### config.mk
export PLATFORM = sky130hd
export DESIGN_NAME = seg7_scan_gen
export DESIGN_NICKNAME = d
export VERILOG_FILES = /design/src/rtl/seg7_scan_gen.sv
export SDC_FILE = /design/constraint.sdc
export NUM_CORES = 1
export LEC_CHECK = 0
export ABC_AREA = 0
export CAP_MARGIN = 15
export CELL_PAD_IN_SITES_DETAIL_PLACEMENT = 1
export CELL_PAD_IN_SITES_GLOBAL_PLACEMENT = 1
export CORE_UTILIZATION = 46
export CTS_CLUSTER_DIAMETER = 120
export DETAILED_ROUTE_END_ITERATION = 7
export PLACE_DENSITY = 0.94
export SYNTH_ARGS = -nofsm -noshare
export SYNTH_HDL_FRONTEND = slang
export SYNTH_SLANG_ARGS = --single-unit
### constraint.sdc
create_clock -name clk -period 8.4 [get_ports clk]
set_input_delay 1.26 -clock clk [delete_from_list [all_inputs] [get_ports clk]]
set_output_delay 1.26 -clock clk [all_outputs]
set_load 0.005 [all_outputs]
### src/rtl/seg7_scan_gen.sv
// Multiplexed 7-segment scanner: double-buffered digit data, hex glyphs,
// per-digit decimal point and blink, optional leading-zero blanking.
module seg7_scan_gen #(
  parameter int unsigned NUM_DIGITS   = 8,
  parameter int unsigned CLK_DIV      = 10000,
  parameter int unsigned BLINK_FRAMES = 312
) (
  input  logic                      clk,
  input  logic                      rst,
  input  logic [4*NUM_DIGITS-1:0]   data,
  input  logic [NUM_DIGITS-1:0]     dp,
  input  logic [NUM_DIGITS-1:0]     blink_mask,
  input  logic                      load,
  input  logic                      blank_en,
  input  logic                      hex_en,
  output logic                      a,
  output logic                      b,
  output logic                      c,
  output logic                      d,
  output logic                      e,
  output logic                      f,
  output logic                      g,
  output logic                      h,
  output logic [NUM_DIGITS-1:0]     ds,
  output logic                      frame_done
);

  localparam int unsigned DATA_W = 4 * NUM_DIGITS;
  localparam int unsigned DIV_W  = $clog2(CLK_DIV);
  localparam int unsigned IDX_W  = (NUM_DIGITS > 1) ? $clog2(NUM_DIGITS) : 1;
  localparam int unsigned BLK_W  = (BLINK_FRAMES > 1) ? $clog2(BLINK_FRAMES) : 1;

  logic [DIV_W-1:0]      div;
  logic [IDX_W-1:0]      idx;
  logic [BLK_W-1:0]      blink_cnt;
  logic                  blink_phase;

  logic [DATA_W-1:0]     pend_data;
  logic [NUM_DIGITS-1:0] pend_dp;
  logic [NUM_DIGITS-1:0] pend_blink;
  logic                  pend_valid;
  logic [DATA_W-1:0]     act_data;
  logic [NUM_DIGITS-1:0] act_dp;
  logic [NUM_DIGITS-1:0] act_blink;

  logic [7:0]            seg;
  logic [7:0]            seg_next;
  logic [NUM_DIGITS-1:0] ds_next;
  logic [3:0]            nib [NUM_DIGITS];
  logic [NUM_DIGITS-1:0] lead_zero;
  logic                  tick;
  logic                  wrap;
  logic [6:0]            glyph_ag;
  logic                  blanked;
  logic                  dark;

  // Segment pattern {a..g} for one nibble; 10..15 only shown when hex is enabled.
  function automatic logic [6:0] glyph(input logic [3:0] n, input logic hex);
    logic [6:0] r;
    case (n)
      4'h0: r = 7'b1111110;
      4'h1: r = 7'b0110000;
      4'h2: r = 7'b1101101;
      4'h3: r = 7'b1111001;
      4'h4: r = 7'b0110011;
      4'h5: r = 7'b1011011;
      4'h6: r = 7'b1011111;
      4'h7: r = 7'b1110000;
      4'h8: r = 7'b1111111;
      4'h9: r = 7'b1111011;
      4'hA: r = 7'b1110111;
      4'hB: r = 7'b0011111;
      4'hC: r = 7'b1001110;
      4'hD: r = 7'b0111101;
      4'hE: r = 7'b1001111;
      default: r = 7'b1000111;
    endcase
    if (!hex && n > 4'd9) r = '0;
    return r;
  endfunction

  // Next digit's segments, computed from the active buffer and live controls.
  always_comb begin
    tick = (div == DIV_W'(CLK_DIV - 1));
    wrap = (idx == '0);
    for (int unsigned i = 0; i < NUM_DIGITS; i++) begin
      nib[i]       = act_data[4*i +: 4];
      lead_zero[i] = ((act_data >> (4*i)) == '0);
    end
    glyph_ag = glyph(nib[idx], hex_en);
    blanked  = blank_en && !wrap && lead_zero[idx];
    dark     = act_blink[idx] && blink_phase;
    seg_next = {glyph_ag & {7{~blanked}}, act_dp[idx]} & {8{~dark}};
    ds_next  = ~(NUM_DIGITS'(1) << idx);
  end

  always_ff @(posedge clk) begin
    if (!rst) begin
      div         <= '0;
      idx         <= IDX_W'(NUM_DIGITS - 1);
      blink_cnt   <= '0;
      blink_phase <= 1'b0;
      pend_data   <= '0;
      pend_dp     <= '0;
      pend_blink  <= '0;
      pend_valid  <= 1'b0;
      act_data    <= '0;
      act_dp      <= '0;
      act_blink   <= '0;
      seg         <= '0;
      ds          <= '1;
      frame_done  <= 1'b0;
    end else begin
      frame_done <= 1'b0;
      div        <= tick ? '0 : div + 1'b1;
      if (tick) begin
        seg <= seg_next;
        ds  <= ds_next;
        if (wrap) begin
          idx        <= IDX_W'(NUM_DIGITS - 1);
          frame_done <= 1'b1;
          if (pend_valid) begin
            act_data   <= pend_data;
            act_dp     <= pend_dp;
            act_blink  <= pend_blink;
            pend_valid <= 1'b0;
          end
          if (blink_cnt == BLK_W'(BLINK_FRAMES - 1)) begin
            blink_cnt   <= '0;
            blink_phase <= ~blink_phase;
          end else begin
            blink_cnt <= blink_cnt + 1'b1;
          end
        end else begin
          idx <= idx - 1'b1;
        end
      end
      // A load on the boundary edge overrides the clear above and waits a frame.
      if (load) begin
        pend_data  <= data;
        pend_dp    <= dp;
        pend_blink <= blink_mask;
        pend_valid <= 1'b1;
      end
    end
  end

  assign {a, b, c, d, e, f, g, h} = seg;

endmodule

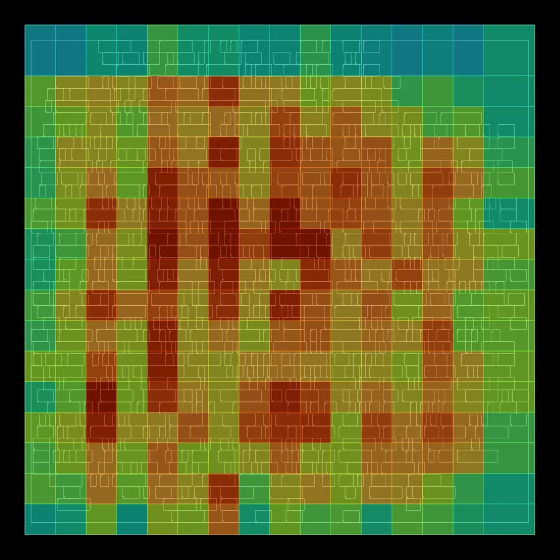
*Routing congestion map, run 1*
grt met2 use: 0.490
met1 usage: 0.283
Top Usage Layer GRT: met2
M3 GR Usage: 0.0627

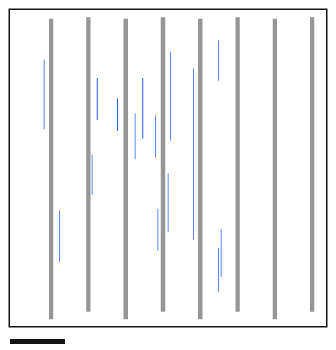
*Met4 routing, run 1*
Scale bar: 20 µm. Supply wires on this layer in grey.
wire length on this layer: 314 µm
share of all routed wire: 2.0%
main direction: vertical
longest straight run: 61.9 µm
nets with wire on the layer: 12
Vias: 4819
Total Routed Length: 16000 µm

==> flow_metrics.tcl, run 1 <==
# implementation run metrics
set metrics [dict create \
    status "finished clean" \
    common_cells "dfxtp_1, nand2_1, nor2_1" \
    finalSetupViolCount 0 \
    grt_setup_unrepaired "no" \
    final_util 0.591 \
    relSlewSlack 0.284 \
    initialDrtViolationCount 235 \
    drc 0 \
    whs_path_depth 1 \
    ant_nets 0 \
    synth_area_leader_cell "dfxtp_1" \
    first_global_vias 5318 \
    initCoreUtil 0.481 \
    drive_above_1_share 0.0765 \
    finalCriticalPeriod_ns 3.37 \
    required_ns 8.75 \
    adder_share 0.0277 \
    crit_path_end "seg[2]" \
    fill_cells 1407 \
    cp_top_family "flip-flops" \
    row_count 40 \
    grt.total_usage 0.263 \
    post_cts_buffers 0 \
    dpl.cell_count 855 \
    cp_slowest_stage_delay_ns 1.00 \
    hpwl_um 10300 \
    largestRegisters "act_data (32), pend_data (32), div (14)" \
    powerComb_mw 0.0685 \
    p_leak_nw 2.78 \
    grt_max_degree 104 \
    path_depth 8 \
    synth-edff-count 0 \
    seq_power_mw 0.694 \
    worst_slack_ns 5.03 \
    finalNonFillerCells 887 \
    clk_pin_slew_ns 0.06 \
    tns_ns 0 \
    r2r_cells 8 \
    crit_path_start_kind "register" \
    cts_hold_buf 0 \
    gp_congestion 0.843 \
    numCtsBuffers 17 \
    taps 168 \
    lay_top_count "dfxtp_1" \
]
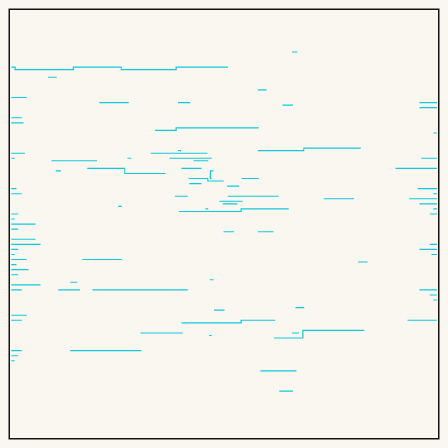
*M3 wires, run 1*
longest straight run: 25.3 µm
wire length on this layer: 588 µm

## Run 2: what changed since run 1
Settings changed: CORE_UTILIZATION 46 to 38, PLACE_DENSITY 0.94 to 0.84.
Clock period 8.4 ns to 2.7 ns, I/O delays scaled along.
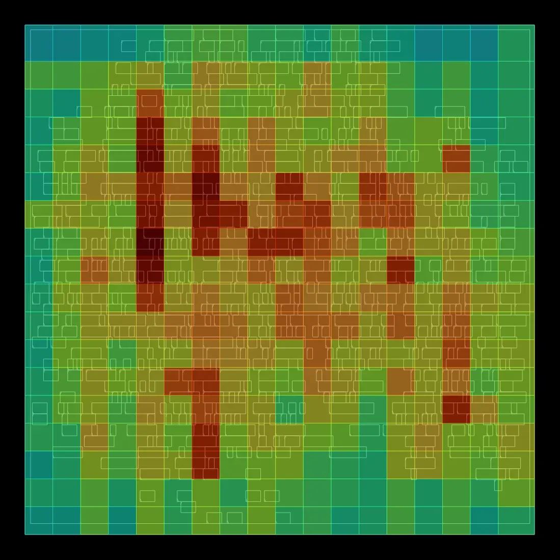
*Routing congestion map, run 2*
met1 usage: 0.250
M3 GR Usage: 0.0531

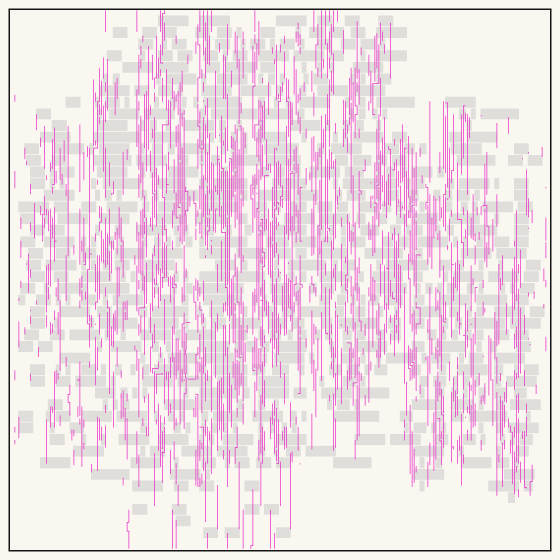
*Met2 routing, run 2*
Cells faint in the background.
wire length on this layer: 7480 µm
nets with wire on the layer: 685
share of all routed wire: 50%
main direction: vertical
longest straight run: 37.4 µm
Total Routed Length: 15100 µm
Vias: 4828
grt met2 use: 0.340

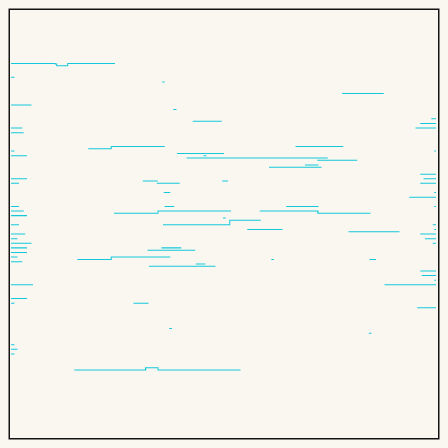
*M3 wires, run 2*
wire length on this layer: 594 µm
longest straight run: 41.4 µm

==> run 2 against run 1 <==
Effect of this change:
- synthesized area stayed put
- via count rose by 0.19%
- first-iteration DRC count increased by 12%
- routed wire length shrank 5.6%
- sequential cell count did not move
- global-route usage down 5.9 points
- register-to-register slack got worse by 4.9 ns
- count of clock-buffer cells in the layout shrank 1
- total power went up to 3.2 times the previous value
- utilization fell by 10 points
- combinational power increased to 3.1 times the previous value
- critical endpoint is now seg[4]
- highest routed layer unchanged
==> flow_metrics.tcl, run 2 <==
# implementation run metrics
set metrics [dict create \
    status "finished clean" \
    initCoreUtil 0.388 \
    drive_above_1_share 0.0975 \
    cts_hold_buf 0 \
    finalCriticalPeriod_ns 2.56 \
    hpwl_um 10300 \
    tns_ns 0 \
    dpl.cell_count 886 \
    cp_top_family "AND-OR/OR-AND gates" \
    adder_share 0.0277 \
    finalSetupViolCount 0 \
    grt_setup_unrepaired "no" \
    seq_power_mw 2.16 \
    common_cells "dfxtp_1, nand2_1, nor2_1" \
    first_global_vias 5154 \
    r2r_cells 8 \
    row_count 45 \
    numCtsBuffers 17 \
    lay_top_count "dfxtp_1" \
    drc 0 \
    relSlewSlack 0.523 \
    p_leak_nw 2.86 \
    taps 188 \
]
## Run 3: what changed since run 2
Settings changed: CTS_CLUSTER_SIZE set to 12.
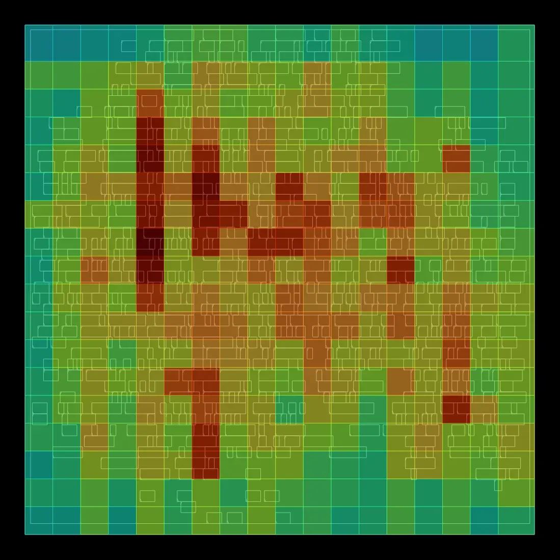
*Routing congestion map, run 3*
GRT Util Overall: 0.204
WL per Instance: 16.5 µm
fin util: 0.488

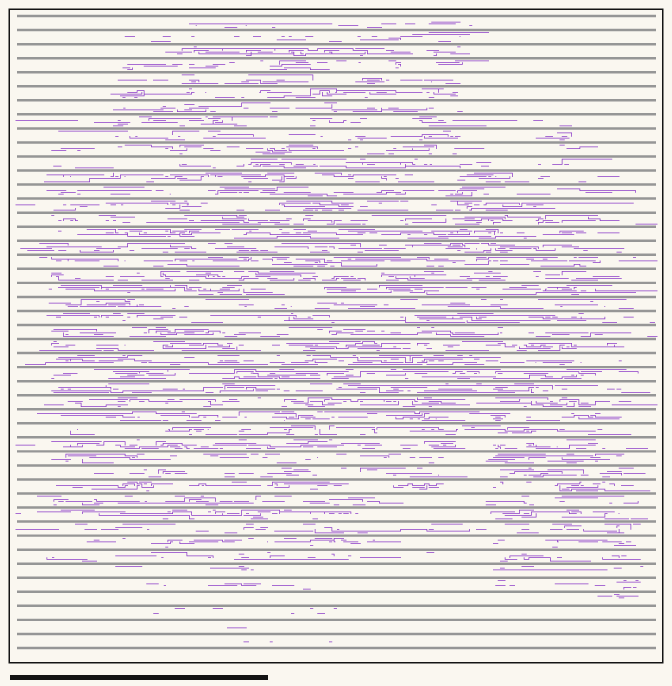
*Met1 routing, run 3*
Scale bar: 50 µm. Supply wires on this layer in grey.
longest straight run: 39.6 µm
nets with wire on the layer: 711
share of all routed wire: 45%

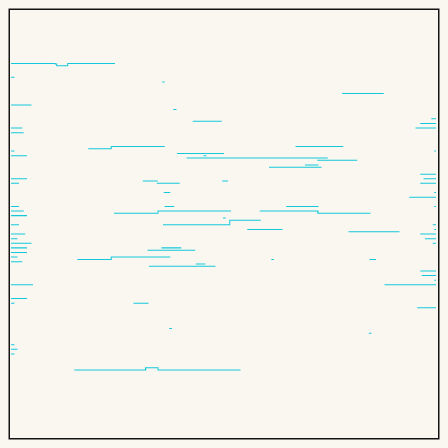
*M3 wires, run 3*
longest straight run: 41.4 µm
main direction: horizontal
nets with wire on the layer: 64

==> run 3 against run 2 <==
Effect of this change:
- sequential share of layout area did not move
- design area is the same
- sequential power about the same
- first-iteration DRC count unchanged
- synthesized area unchanged
- cell count unchanged
- non-clock buffer count stayed put
- global-route usage unchanged
- count of clock-buffer cells in the layout did not move
- highest routed layer unchanged
==> flow_metrics.tcl, run 3 <==
# implementation run metrics
set metrics [dict create \
    wirelength_um 15100 \
    ant_nets 0 \
    lay_top_count "dfxtp_1" \
    initCoreUtil 0.388 \
    synth_area_leader_cell "dfxtp_1" \
    finalCriticalPeriod_ns 2.56 \
    crit_path_start_kind "register" \
    vias 4828 \
    relSlewSlack 0.523 \
    drc 0 \
    tns_ns 0 \
    status "finished clean" \
    fill_cells 1715 \
    taps 188 \
    whs_path_depth 2 \
    cp_top_family "AND-OR/OR-AND gates" \
    finalSetupViolCount 0 \
    seq_power_mw 2.16 \
    grt_util_met1 0.250 \
    required_ns 3.05 \
]
Power is estimated from default activity; no workload was simulated.
